**Run 1: supply network**

The bar under the picture is 20 um long. Pins as bars on the die edge.
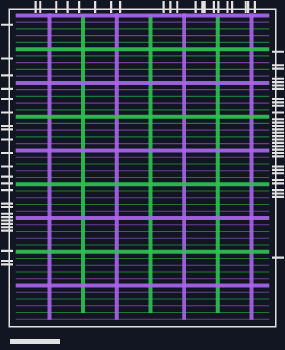
**Run 1: cell classes on the final placement**

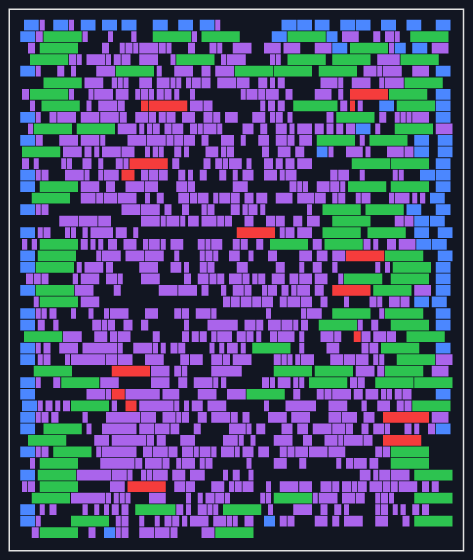
**Run 1: routed clock nets over the placement**

The bar under the picture is 20 um long.
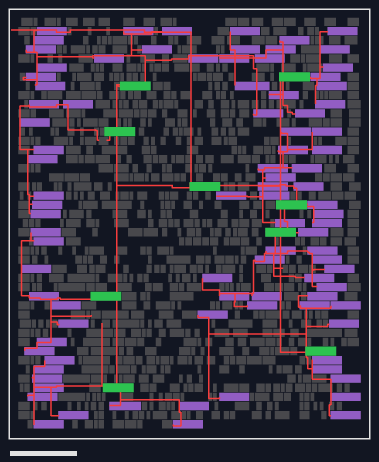
**Run 1: wiring by layer**

The bar under the picture is 20 um long.
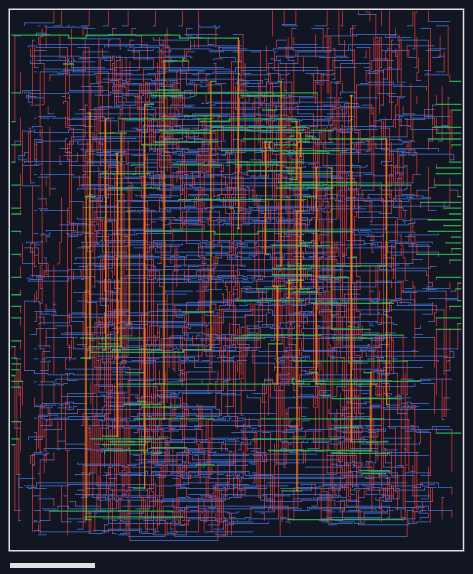
### src/rtl/exec_ctrl.sv
// Four-state instruction sequencer: accept, operand read, execute, write-back.
// MUL is a 16-step shift-add when MUL_EN is set, otherwise it behaves as NOP.
module exec_ctrl #(
    parameter int MUL_EN = 1
) (
    input  logic        clk,
    input  logic        reset,
    input  logic [15:0] instr,
    input  logic        instr_valid,
    output logic        instr_ready,
    output logic [1:0]  r_add1,
    output logic [1:0]  r_add2,
    input  logic [15:0] r_data1,
    input  logic [15:0] r_data2,
    output logic [1:0]  w_add,
    output logic        w_flag,
    output logic [15:0] w_data,
    output logic        done,
    output logic        flag_z,
    output logic        flag_c
);

    // state | meaning
    // IDLE  | waiting for instr_valid; instr_ready high
    // READ  | register-file addresses driven, operands latched at the edge
    // EXEC  | one cycle for ALU ops, 16 cycles for MUL
    // WB    | write strobe and done pulse; flags update at the exit edge
    typedef enum logic [1:0] {IDLE, READ, EXEC, WB} state_t;

    localparam logic [2:0] OP_ADD = 3'd0;
    localparam logic [2:0] OP_SUB = 3'd1;
    localparam logic [2:0] OP_AND = 3'd2;
    localparam logic [2:0] OP_OR  = 3'd3;
    localparam logic [2:0] OP_XOR = 3'd4;
    localparam logic [2:0] OP_LDI = 3'd5;
    localparam logic [2:0] OP_MUL = 3'd6;
    localparam logic [2:0] OP_NOP = 3'd7;

    state_t      state;
    state_t      state_nxt;
    logic [15:0] instr_q;
    logic [15:0] op_a;
    logic [15:0] op_b;
    logic [15:0] acc;
    logic [3:0]  step;
    logic        carry_q;

    logic [2:0]  op;
    logic [1:0]  rd;
    logic [7:0]  imm8;
    logic        is_mul;
    logic        is_nop;
    logic [16:0] sum17;
    logic [15:0] alu_res;
    logic        alu_c;
    logic [15:0] mul_addend;

    assign op     = instr_q[15:13];
    assign rd     = instr_q[12:11];
    assign imm8   = instr_q[7:0];
    assign r_add1 = instr_q[10:9];
    assign r_add2 = instr_q[8:7];
    assign is_mul = (MUL_EN != 0) && (op == OP_MUL);
    assign is_nop = (op == OP_NOP) || ((MUL_EN == 0) && (op == OP_MUL));

    always_ff @(posedge clk or posedge reset) begin
        if (reset) begin
            state <= IDLE;
        end else begin
            state <= state_nxt;
        end
    end

    always_comb begin
        state_nxt   = state;
        instr_ready = 1'b0;
        done        = 1'b0;
        w_flag      = 1'b0;
        case (state)
            IDLE: begin
                instr_ready = 1'b1;
                if (instr_valid) begin
                    state_nxt = READ;
                end
            end
            READ: begin
                state_nxt = EXEC;
            end
            EXEC: begin
                if (!is_mul || (step == 4'd15)) begin
                    state_nxt = WB;
                end
            end
            WB: begin
                done      = 1'b1;
                w_flag    = !is_nop;
                state_nxt = IDLE;
            end
            default: begin
                state_nxt = IDLE;
            end
        endcase
    end

    always_comb begin
        sum17   = {1'b0, op_a} + {1'b0, op_b};
        alu_res = 16'h0000;
        alu_c   = 1'b0;
        case (op)
            OP_ADD: begin
                alu_res = sum17[15:0];
                alu_c   = sum17[16];
            end
            OP_SUB: begin
                alu_res = op_a - op_b;
                alu_c   = (op_a < op_b);
            end
            OP_AND:  alu_res = op_a & op_b;
            OP_OR:   alu_res = op_a | op_b;
            OP_XOR:  alu_res = op_a ^ op_b;
            OP_LDI:  alu_res = {8'h00, imm8};
            default: alu_res = 16'h0000;
        endcase
    end

    // Partial product for the current multiplier bit; bits shifted past 15 drop out.
    assign mul_addend = op_b[step] ? (op_a << step) : 16'h0000;

    always_ff @(posedge clk or posedge reset) begin
        if (reset) begin
            instr_q <= 16'h0000;
            op_a    <= 16'h0000;
            op_b    <= 16'h0000;
            acc     <= 16'h0000;
            step    <= 4'd0;
            carry_q <= 1'b0;
            w_add   <= 2'd0;
            w_data  <= 16'h0000;
            flag_z  <= 1'b0;
            flag_c  <= 1'b0;
        end else begin
            case (state)
                IDLE: begin
                    if (instr_valid) begin
                        instr_q <= instr;
                    end
                end
                READ: begin
                    op_a <= r_data1;
                    op_b <= r_data2;
                    acc  <= 16'h0000;
                    step <= 4'd0;
                end
                EXEC: begin
                    if (is_mul) begin
                        acc  <= acc + mul_addend;
                        step <= step + 4'd1;
                        if (step == 4'd15) begin
                            w_add  <= rd;
                            w_data <= acc + mul_addend;
                        end
                    end else begin
                        carry_q <= alu_c;
                        w_add   <= rd;
                        w_data  <= alu_res;
                    end
                end
                WB: begin
                    if (!is_nop) begin
                        flag_z <= (w_data == 16'h0000);
                    end
                    if ((op == OP_ADD) || (op == OP_SUB)) begin
                        flag_c <= carry_q;
                    end
                end
                default: ;
            endcase
        end
    end

endmodule

### config.mk
export PLATFORM = sky130hd
export DESIGN_NAME = exec_ctrl
export DESIGN_NICKNAME = d
export VERILOG_FILES = /design/src/rtl/exec_ctrl.sv
export SDC_FILE = /design/constraint.sdc
export NUM_CORES = 1
export LEC_CHECK = 0
export CORE_ASPECT_RATIO = 1.2
export CORE_MARGIN = 2
export CORE_UTILIZATION = 60
export DETAILED_ROUTE_END_ITERATION = 10
export PLACE_DENSITY_LB_ADDON = 0.2
export SLEW_MARGIN = 40
export SYNTH_ARGS = -nofsm -noshare
export SYNTH_HDL_FRONTEND = slang
export SYNTH_SLANG_ARGS = --single-unit
### constraint.sdc
create_clock -name clk -period 9.2 [get_ports clk]
set_clock_uncertainty 0.2 [all_clocks]
set_input_delay 2.3 -clock clk [delete_from_list [all_inputs] [get_ports clk]]
set_output_delay 2.3 -clock clk [all_outputs]
set_load 0.03 [all_outputs]
==> out/notes.md, run 1 <==
Once detailed placement completed, the half-perimeter wirelength came to 17200 um. The cell area after placement is 0.00839 mm^2. The post-synthesis share of cell area spent on xor and xnor gates came out at 3.57%.

For this run the aggregate overflow at the end of global routing stands at 0. The tools report the worst-case clock buffer depth as 2. Non-clock buffers in the final layout number 82. The net count of the mapped netlist came out at 1040. Antenna violation net count after detailed routing: 0.

The leading register cell type out of synthesis is sky130_fd_sc_hd__dfrtp_1. Once placement completed, the tool counted placed cells totaling 1100. Per the gpl log, the routability congestion estimate is 0.980.

In the floorplan report the effective utilization is 60.8%. The run gives 910 as the count of mapped cells out of synthesis. Setup repair after global routing left no endpoint under its margin. For the final sequential cell count, the log shows 91. The run finished with clean final reports.

The synthesized netlist devotes 17.1% of its cell area to simple gates. The dominant cell type by area after synthesis is sky130_fd_sc_hd__dfrtp_1. For the worst endpoint data arrival time, the log shows 2210 ps. TritonCTS built the clock tree.

Entering global routing, the biggest net connects 68 pins. At the end of the flow, the number of nets in the layout was 1077. The run gives 4770 ps as the worst slack at placement. The run gives 60 ps for the CTS clock-pin slew for the worst setup and hold paths. Along the worst hold path, the cell count comes to 2. Per the layout area report, the register area comes to 0.00228 mm^2.

After synthesis the netlist holds a flip-flop and latch count of 91. The register area share after synthesis was 29.9%. Per the layout area report, the combinational fraction of cell area is 56.3%.

The power report lists cell-internal power as 1.77 mW. The wire length of the first global-routing pass is 35200 um. The path class of the tightest hold or removal check is flip-flop to flip-flop. On the final layout, the worst hold slack is 267 ps. Non-clock inverters in the final layout number 55. The iteration count recorded for the first detailed-route pass is 5. The largest fanout on the critical path is 30.

The run gives 0 for the number of setup violations in the final report. The power in sequential cells came out at 0.863 mW. The clock network fraction of design power came out at 10.2%. The number of setup buffers added after CTS came out at 0. The synthesis run shows the most used standard cells to be sky130_fd_sc_hd__nand2_1 (112), sky130_fd_sc_hd__dfrtp_1 (91), sky130_fd_sc_hd__o21ai_0 (83). The worst-case max-slew headroom was logged as 45.3%. The insertion delay at the late pin of the worst-skew pair was 360 ps. The layout contains a multi-input combinational cell count of 708. The area fraction in compound gates after synthesis was 21.8%. The tools report the sequential cell fraction of total power as 23.2%. The switching part of the total power came out at 52.6%.

By area the synthesized netlist is led by sky130_fd_sc_hd__dfrtp_1 (30%), sky130_fd_sc_hd__ha_1 (13%), sky130_fd_sc_hd__nand2_1 (5.5%). For the number of sinks driven by the clock tree, the log shows 91. The synthesis stats list as the most numerous cell sky130_fd_sc_hd__nand2_1. In this build the clock could be raised as far as 213 MHz. In this run, distinct cell masters in the synthesized netlist total 66. Max-slew check failures listed in the final report amount to 0.

For the leakage power, the log shows 3.77 nW. The run gives 164 as the total number of tap cells. The detailed-route vias per instance was 6.17.

The worst setup path is of the flip-flop to output port kind. The run gives 0 for the final number of hold-violating endpoints. The power report attributes to the combinational group a share of 66.6%. The synthesized netlist has a Yosys-reported chip area of 0.00760 mm^2. Most frequent standard cell in the layout excluding fill and tap cells: sky130_fd_sc_hd__nand2_1. 0 antenna diodes ended up in the layout. The die is 107 um wide. The proportion of synthesized area in mux cells works out to 8.49%. The number of flops mapped to enable cells by yosys works out to 0.

Total power normalized to cell area comes to 429 mW/mm^2. The count of clock buffers in the final design was 10; the number of inserted filler cells in the final layout was 1080. Gates resized during post-CTS repair numbered 0. According to the timing report, the data required time at the worst endpoint equals 6700 ps.

The biggest slice of the total power is consumed by combinational logic. The worst setup path is launched from a flip-flop. Across all layers, the routed design uses 6882 vias. The pin closest to its max-slew limit shows a slew of 816 ps.

The worst register-to-register path depth is 14. The run gives 0 as the number of max-capacitance violations reported. The worst path uses 51.1% of the clock period. Once layout is complete, the cells apart from fillers number 1116. In this run, the number of DRC markers left after iteration 0 of detailed routing was 651. The worst setup path is captured at an output port. Summing over the stages, the warning tally comes to 69. The run gives 0.00489 mm^2 as the total area of multi-input combinational cells.

The run gives 22200 um as the aggregate routed wire length. The run gives 0 for the number of hold buffers added after CTS. The die covers 0.0136 mm^2.

The area added between synthesis and finish was 14.2%. The tools report the via count of the first global-routing pass as 6351. The run gives 910 for the post-synthesis cell count from yosys. Among all cell classes, the greatest summed area belongs to logic gates. The run gives 0.262 mV for the maximum vdd drop.

The overall die height is 127 um, and the initial antenna violation count is 0. With the post-synth design cell area at 0.00760 mm^2, the clock network power consumption is 0.380 mW. Per the OpenROAD power report, switching power amounts to 1.96 mW. Number of I/O pins: 78. During placement, the flow inserted port buffers numbering 77. For the final routed database, the setup TNS stands at 0 ps. The power dissipated in combinational cells came out at 2.48 mW.

Top cell type's share of synthesized area: 29.9%. With the number of levels in the clock H-tree at 3, the fraction of final layout cells with drive strength greater than 1 is 7.25%. The DRC violations left was 0; the adder-cell share of the synthesized area was 13.3%. The total design power came out at 3.73 mW. The run gives 9 as the number of buffers inserted during clock tree synthesis. Measured on the final layout, the clock distribution area share stands at 3.39%. The routed design could run at a clock period as short as 4710 ps.
Notes on 'supply network' above:
colour	net
green	VDD
purple	VSS
met1 rails	46
signal pins	78

Notes on 'cell classes on the final placement' above:
colour	class	cells	share of their area
green	flops	91	27%
purple	combinational and other logic	763	60%
blue	other buffers and delay cells	82	9.5%
red	clock drivers and dummy loads	16	3.5%
cell area after layout: 0.00868 mm^2
register share of the cell area: 26.3%
placeable core area: 0.0125 mm^2
final core occ: 69.5%
std cell rows: 45

Notes on 'routed clock nets over the placement' above:
[purple] flip-flops | count: 91
[green] clock drivers | count: 9
[red] clock wires | length: 1260 um
routed clock nets	10
flops lie	spread over the die

Notes on 'wiring by layer' above:
colour	layer	wire length
red	metal 2	9830 um
blue	metal 1	9780 um
orange	metal 4	1080 um
green	metal 3	1490 um
routed wire length per instance: 19.9 um
global-route usage over all layers: 34.0%

run 1: worst max-delay path, stage by stage (launching register included):
cell	delay (ps)
sky130_fd_sc_hd__dfrtp_1	680
sky130_fd_sc_hd__a31oi_1	430
sky130_fd_sc_hd__clkdlybuf4s50_1	730
run 1: final timing paths:
| kind | from | to | slack, ps |
|---|---|---|---|
| max | instr_q[14] | w_flag | 4490 |
| min | instr_q[12] | w_add[1] | 270 |
| max reg2reg | step[1] | w_data[15] | 4870 |
| min reg2reg | instr_q[12] | w_add[1] | 270 |
| max in group asynchronous | reset | instr_q[13] | 5480 |
| min in group asynchronous | reset | acc[6] | 2150 |
run 1: layer usage:
layer	vias up	wire [um]	track usage, %
li1	3308	-	-
met1	3223	9780	48.5
met2	296	9830	51.3
met3	55	1490	3.88
met4	0	1080	17.0
met5	-	0	0
==> inputs of run 2 (changes only) <==
- CORE_UTILIZATION: 60 -> 59
- clock period: 9.2 -> 4.35 ns (I/O delays scaled with it)
==> out/notes.md, run 2 <==
The worst setup path is launched from a flip-flop. The number of non-clock buffers is 92. The count of final max-slew check failures is 0. The synthesized design contains 91 register bits. The run gives 67 for the maximum number of pins on one net before global-route repair.

The first TritonRoute pass finished after 5 iterations. The via count of the first global-routing pass was 6792; the sum of negative setup slack was 0 ps. The run gives 2 as the worst-case clock buffer depth. The run finished with clean final reports.

Of the synthesized area, sequential elements account for 29.9%. The cell area that synthesis handed to floorplanning was 0.00760 mm^2. For this design the static power due to leakage is 3.84 nW. The count of mapped cells out of synthesis was 910. The adder-cell share of the synthesized area works out to 13.3%. With the area share of and/or/nand/nor cells after synthesis at 17.1%, the highest clock rate is 250 MHz. Summing all multi-input logic gate instances after layout gives 0.00489 mm^2. The initial antenna violation count is 0.

The wire length of the first global-routing pass is 36200 um. The flow reports that combinational logic draws 68.2% of the design power. The count of buffering cells on the critical path with inverters included was 0. The starting density of the core was 60.3%.

The antenna violation net count after detailed routing is 0. Summed over all nets, the half-perimeter wirelength after detailed placement is 17300 um. The number of hold buffers added after CTS was 0.

The overall die height came out at 128 um. The critical path maximum fanout is 10. The area added between synthesis and finish was 15.6%; the count of input and output buffers was 77. The path class of the tightest hold or removal check is flip-flop to flip-flop.

For the number of levels in the clock H-tree, the log shows 3. The run gives 0.435 mV as the maximum vdd drop. The detailed-route vias per instance came out at 6.28.

In this run the tools logged warnings totalling 69. The net count of the finished layout is 1087. The tools report the sequential cell fraction of total power as 21.2%.

The worst setup path is captured at a flip-flop. For this design the ratio of total power to cell area is 902 mW/mm^2. The final design was reported to hold multi-input combinational gates totalling 708.

Area fraction of clock buffers and clock inverters: 3.59%. The post-synth count of flops with an enable pin is 0. Placement row count: 45. In this run the critical path is formed by mux4_2 > nand2_1 > o31a_1 > mux2_2 > nor2_1 > ha_1 > nor4_1 > o21ai_0 > and2_1 > a221o_1 > a21o_1 > a21oi_2 > xnor2_1 > o311ai_1. The violation tally recorded at the end of detailed-routing iteration 0 is 707. Per the layout area report, the sequential fraction of cell area is 25.9%. The post-synthesis share of cell area spent on xor and xnor gates was 3.57%; the sum of overflow across all layers after global routing was 0. The share of the clock period used by the worst path came out at 91.8%. The DRC violation total left in the routed layout is recorded as 0. The run reported a max-capacitance violation count of 0.

At the placement stage, the worst setup path has a slack of 442 ps. The layout summary lists the proportion of cells stronger than drive strength 1 as 8.11%. Ranked by total cell area, the synthesized netlist is headed by sky130_fd_sc_hd__dfrtp_1 (30%), sky130_fd_sc_hd__ha_1 (13%), sky130_fd_sc_hd__nand2_1 (5.5%). In this run, placement finished with an instance count of 1110. In this run, post-CTS repair resized a total of 0 instances.

The tools report the design area as 0.00879 mm^2. Power attributed to sequential cells is 1.68 mW. The count of clock buffers in the final design was 9. The most frequently used library cell after synthesis is sky130_fd_sc_hd__nand2_1.

The clock network fraction of design power is 10.6%, and the die extent in x is 108 um. Summed over its instances, the top area cell type makes up 29.9% of the synthesized netlist area. Across the whole layout, storage elements account for 0.00228 mm^2.

Per report_power, the top consumer among the power groups is combinational logic. The tools report the number of I/O pins as 78. For reference, the most critical setup path is categorized as flip-flop to flip-flop. In this design, the largest share of critical-path delay is due to AND-OR/OR-AND gates. Setup repair after global routing left no endpoint under its margin.

Per the gpl log, the routability congestion estimate is 1.01. The overall die size recorded for this design is 0.0138 mm^2. TritonCTS built the clock tree. Of all cell types, the one taking the most synthesized area is sky130_fd_sc_hd__dfrtp_1. Yosys reports a chip area of 0.00760 mm^2. STA puts the critical path data arrival time at 4040 ps.

The proportion of synthesized area in mux cells is 8.49%, and the post-synthesis cell count from yosys is 910. Switching power as a fraction of the total was reported as 52.4%. Internal power contribution: 3.78 mW.

Hold-check failures listed in the final report amount to 0. For the pin with the worst max-slew slack, the measured transition is 968 ps. The combinational share of cell area came out at 55.6%. The analysis attributes to net switching a power of 4.15 mW. The run gives 272 ps for the final hold slack. In the final design, more cell area goes to logic gates than to any other class. The final critical-path required period works out to 3990 ps. In the synthesized netlist, the cells that appear most often are sky130_fd_sc_hd__nand2_1 (112), sky130_fd_sc_hd__dfrtp_1 (91), sky130_fd_sc_hd__o21ai_0 (83). After the flow finishes, the layout carries non-filler instances totaling 1126.

In the synthesized netlist the dominant register cell turns out to be sky130_fd_sc_hd__dfrtp_1. The count of inverters other than clock inverters in the layout was 55; the aggregate routed wire length was 22400 um. The count of inserted antenna diode cells is 0, and the cell area after placement is 0.00847 mm^2.

Power attributed to combinational cells is 5.41 mW. The area fraction in compound gates after synthesis came out at 21.8%. At the end of the flow the core is filled with cells to 69.7%.

Data on the critical path is required at its endpoint by 4400 ps. Clock-pin slew was measured on the worst setup and hold paths at 80 ps. The standard cell with the maximum stage delay on the critical path was sky130_fd_sc_hd__dfrtp_1. In this run the standard cell core region covers 0.0126 mm^2. The logs give 34.6% for the worst relative slew slack and 1040 for the net count of the mapped netlist.
[run 2: cell counts after synthesis]
Identical to the previous run, type by type.
[run 2: final timing paths]
check	to	from	cells past startpoint	slack, ps
worst min register to register	w_add[0]	instr_q[11]	2	270
max in group asynchronous	flag_z	reset	3	2230
worst max-delay path	w_data[15]	step[0]	14	360
worst max register to register	w_data[15]	step[0]	14	360
worst min-delay path	w_add[0]	instr_q[11]	2	270
min in group asynchronous	w_data[0]	reset	2	950
[run 2: per-layer routing]
metal	routed length, um	global-route usage [%]	vias up
met5	0	0	-
met4	772	12.7	0
met3	1970	4.66	53
met2	10400	55.8	363
met1	9190	45.4	3318
li1	-	-	3333
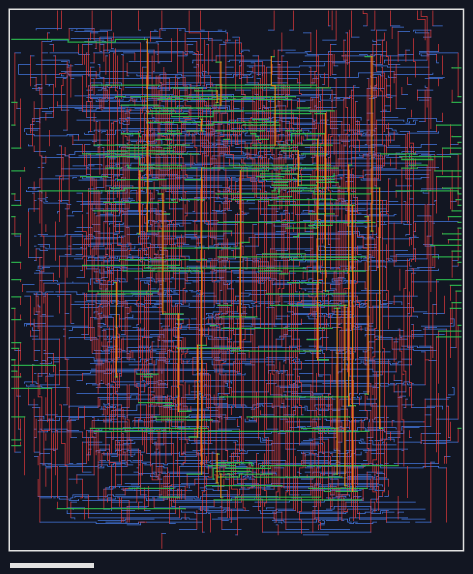
**Above:** run 2 (wiring by layer).
The bar under the picture is 20 um long.
colour	layer	wire length
green	metal 3	1970 um
orange	metal 4	772 um
blue	metal 1	9190 um
red	metal 2	10400 um
global-route usage over all layers: 33.8%
routed wire length per instance: 19.9 um
total via count in the routed design: 7067

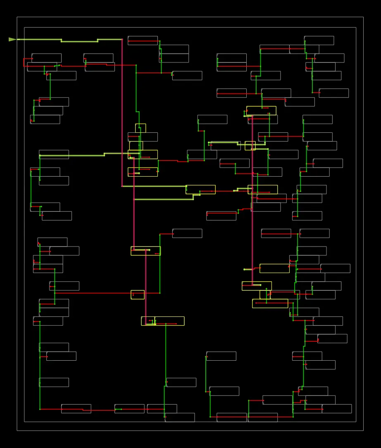
**Above:** run 2 (clock routing).
TritonCTS sink count: 91
CTS buffer count: 9
Insertion Delay late pin: 350 ps
power drawn by the clock network: 0.842 mW
sequential cell count of the final layout: 91

==> inputs of run 3 (changes only) <==
- GPL_TIMING_DRIVEN: default -> 0
==> out/notes.md, run 3 <==
Compared with the post-synthesis result, the final layout area differs by 18.6%. The report lists the cells along the critical path as clkbuf_1 > clkbuf_1 > clkbuf_1 > a31oi_1 > clkdlybuf4s50_1. The number of storage elements in the synthesis netlist was 91; the number of flops mapped to enable cells by yosys was 0. The kind of cell with the highest combined delay along the critical path is buffers and inverters. Combinational cells account for 68.0% of the total power. Following the worst setup path forward leads to its endpoint at w_flag.

After detailed routing, the total wire length is 23900 um. For the number of I/O pins, the log shows 78. Synthesis instantiated 66 different standard cells from the library. Hold is met by 281 ps. Counting I/O delays and the setup requirement, the final critical path takes 4190 ps. The initial antenna violation count was 0. Standard cell with the maximum stage delay on the critical path: sky130_fd_sc_hd__clkdlybuf4s50_1. STA lists the startpoint of the worst hold path as w_add[1]. The tools report the post-layout utilization of the core as 71.5%. The tools report the element type at the critical path end as an output port.

Setup repair after global routing could not meet its margin everywhere. The tools report the maximum number of pins on one net before global-route repair as 54. For this run, the script counts the antenna cells in the layout as 0.

Per the post-run analysis, buffers plus inverters along the critical path come to 4. The starting density of the core came out at 60.3%. The most critical min-delay path falls under flip-flop to flip-flop. The finished layout holds 1166 standard cells, fillers aside. Per report_power, the Sequential row totals 1.70 mW.

The top cell type's share of synthesized area was 29.9%; the largest stage delay on the critical path was 650 ps. With the worst-case clock buffer depth at 2, the pin slew with the least headroom to its limit is 737 ps. The leakage power is 3.91 nW. From left edge to right edge, the die measures 108 um.

In the final layout, the share of cells above drive strength 1 is 8.38%. For this design the ratio of total power to cell area is 913 mW/mm^2. The run gives 5.61 mW for the power dissipated in combinational cells. Across all register-to-register paths, the minimum setup slack is 170 ps. The tools report the highest clock rate as 239 MHz. The power report lists cell-internal power as 3.96 mW. Hold analysis shows the worst path with a depth of 2. Global routing consumed, on the met3 layer, 4.81% of the routing resources. The run gives 0.00861 mm^2 as the cell area after placement.

For the fraction of met1 tracks used by global routing, the log shows 49.0%. For the global placement routability congestion, the log shows 0.942. Summing internal, switching and leakage power gives 8.24 mW. Per report_power, the clock group accounts for 11.3% of the total. The post-cts repair resize count is 5. On met2, the global router reports a usage of 54.5%.

The clock tree synthesis step divided the H-tree into 3 levels. In this run, the synthesized area fraction spent on adder and majority cells is recorded as 13.3%. The layer with the highest usage is met2. The area recorded from the Yosys report for this design is 0.00760 mm^2.

The routed design shows a wire length per standard cell of 20.5 um. The register area share after synthesis was 29.9%. Counting endpoints that fail hold in the final report gives 0. The critical path crosses 5 cells after its start point. The tools report the capture endpoint of the worst hold path as w_add[1].

For the sum of negative setup slack, the log shows 0 ps. The tools report the critical path launch point type as a flip-flop. The routed design shows a via density per instance of 6.22. Sum of overflow across all layers after global routing: 0.

The main area contributors are sky130_fd_sc_hd__dfrtp_1 (30%), sky130_fd_sc_hd__ha_1 (13%), sky130_fd_sc_hd__nand2_1 (5.5%). The CTS clock-pin slew for the worst setup and hold paths is 70 ps, and the floorplan die area is 0.0138 mm^2. Once detail routing completed, the nets flagged for antenna violations numbered 0. Number of setup violations in the final report: 0. The first detailed-routing pass ran for 7 iterations. The number of setup buffers added after CTS is 0. Total global-route track usage over all layers is 34.9%. Summing all non-filler instances in the final layout gives an area of 0.00902 mm^2. According to the timing report, the critical path is launched from instr_q[15].

The share of the clock period used by the worst path was 96.4%; the number of hold buffers added after CTS was 0. The endpoint of the most critical register-to-register path is acc[15]. The run reported a max-capacitance violation count of 0. The count of mapped cells out of synthesis was 910; the switching part of the total power was 51.9%. The tool warning count for the run is 70. In this run, the number of DRC markers left after iteration 0 of detailed routing was 700. In this run the core area contains 45 standard-cell rows. The timing report shows the most common cell along the critical path to be sky130_fd_sc_hd__clkbuf_1. Yosys reports that the most numerous cell types are sky130_fd_sc_hd__nand2_1 (112), sky130_fd_sc_hd__dfrtp_1 (91), sky130_fd_sc_hd__o21ai_0 (83). The tools report the core box area as 0.0126 mm^2.

The flow ran to the end, and the final reports show no timing, DRC or antenna violations. The net total in the final layout is 1127, and the wire length of the first global-routing pass is 37000 um. Most common cell in the netlist: sky130_fd_sc_hd__nand2_1. Per the synthesis report, the AND-OR/OR-AND share of the synthesized area is 21.8%. The run gives 0 for the count of final max-slew check failures.

TritonCTS built the clock tree. Of all nets on the critical path, the largest fanout is 10. The worst register-to-register path begins at step[0].

The net count of the mapped netlist was 1040. The leading register cell type out of synthesis is sky130_fd_sc_hd__dfrtp_1. The dominant cell type by area after synthesis was sky130_fd_sc_hd__dfrtp_1.

Leaving out fill and tap cells, the most frequent cell in the layout is sky130_fd_sc_hd__nand2_1. The net switching power in the latest report is 4.27 mW. Counting the buffers created by CTS gives 9.
-- run 3: cell counts after synthesis --
No cell type changed its count.
-- run 3: cell type report --
| class | count | area (um^2) |
|---|---|---|
| buffer | 53 | 248 |
| inverter | 55 | 211 |
| clock inverter | 7 | 121 |
| tap | 164 | 205 |
| clock buffer | 9 | 225 |
| fill | 1065 | 3590 |
| timing repair buffer | 79 | 806 |
| multi-input combinational | 708 | 4920 |
| sequential | 91 | 2280 |
-- run 3: layer usage --
metal / up-vias / share of wire (%) / wire [um]
met5: - / 0 / 0
met4: 0 / 4.7 / 1110
met3: 55 / 7.6 / 1820
met2: 352 / 45 / 10600
met1: 3436 / 43 / 10300
li1: 3411 / - / -
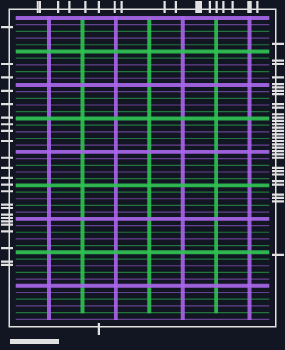
**Above:** run 3 (supply network).
The bar under the picture is 20 um long. Pins as bars on the die edge.
colour	net
green	VDD
purple	VSS
met1 rails	46
rows	45
met4 straps	7
overall die height: 128 um
VDD IR-drop max: 0.427 mV

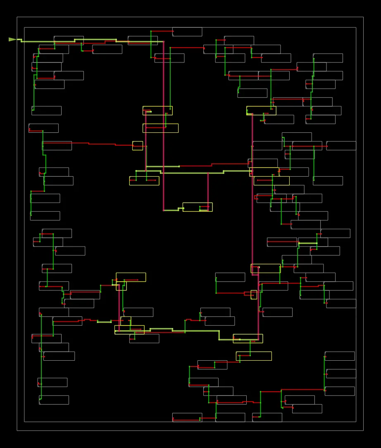
**Above:** run 3 (clock routing).
power drawn by the clock network: 0.933 mW
count of clock buffers in the final design: 9
Insertion Delay late pin: 360 ps

Power is estimated from default activity; no workload was simulated.
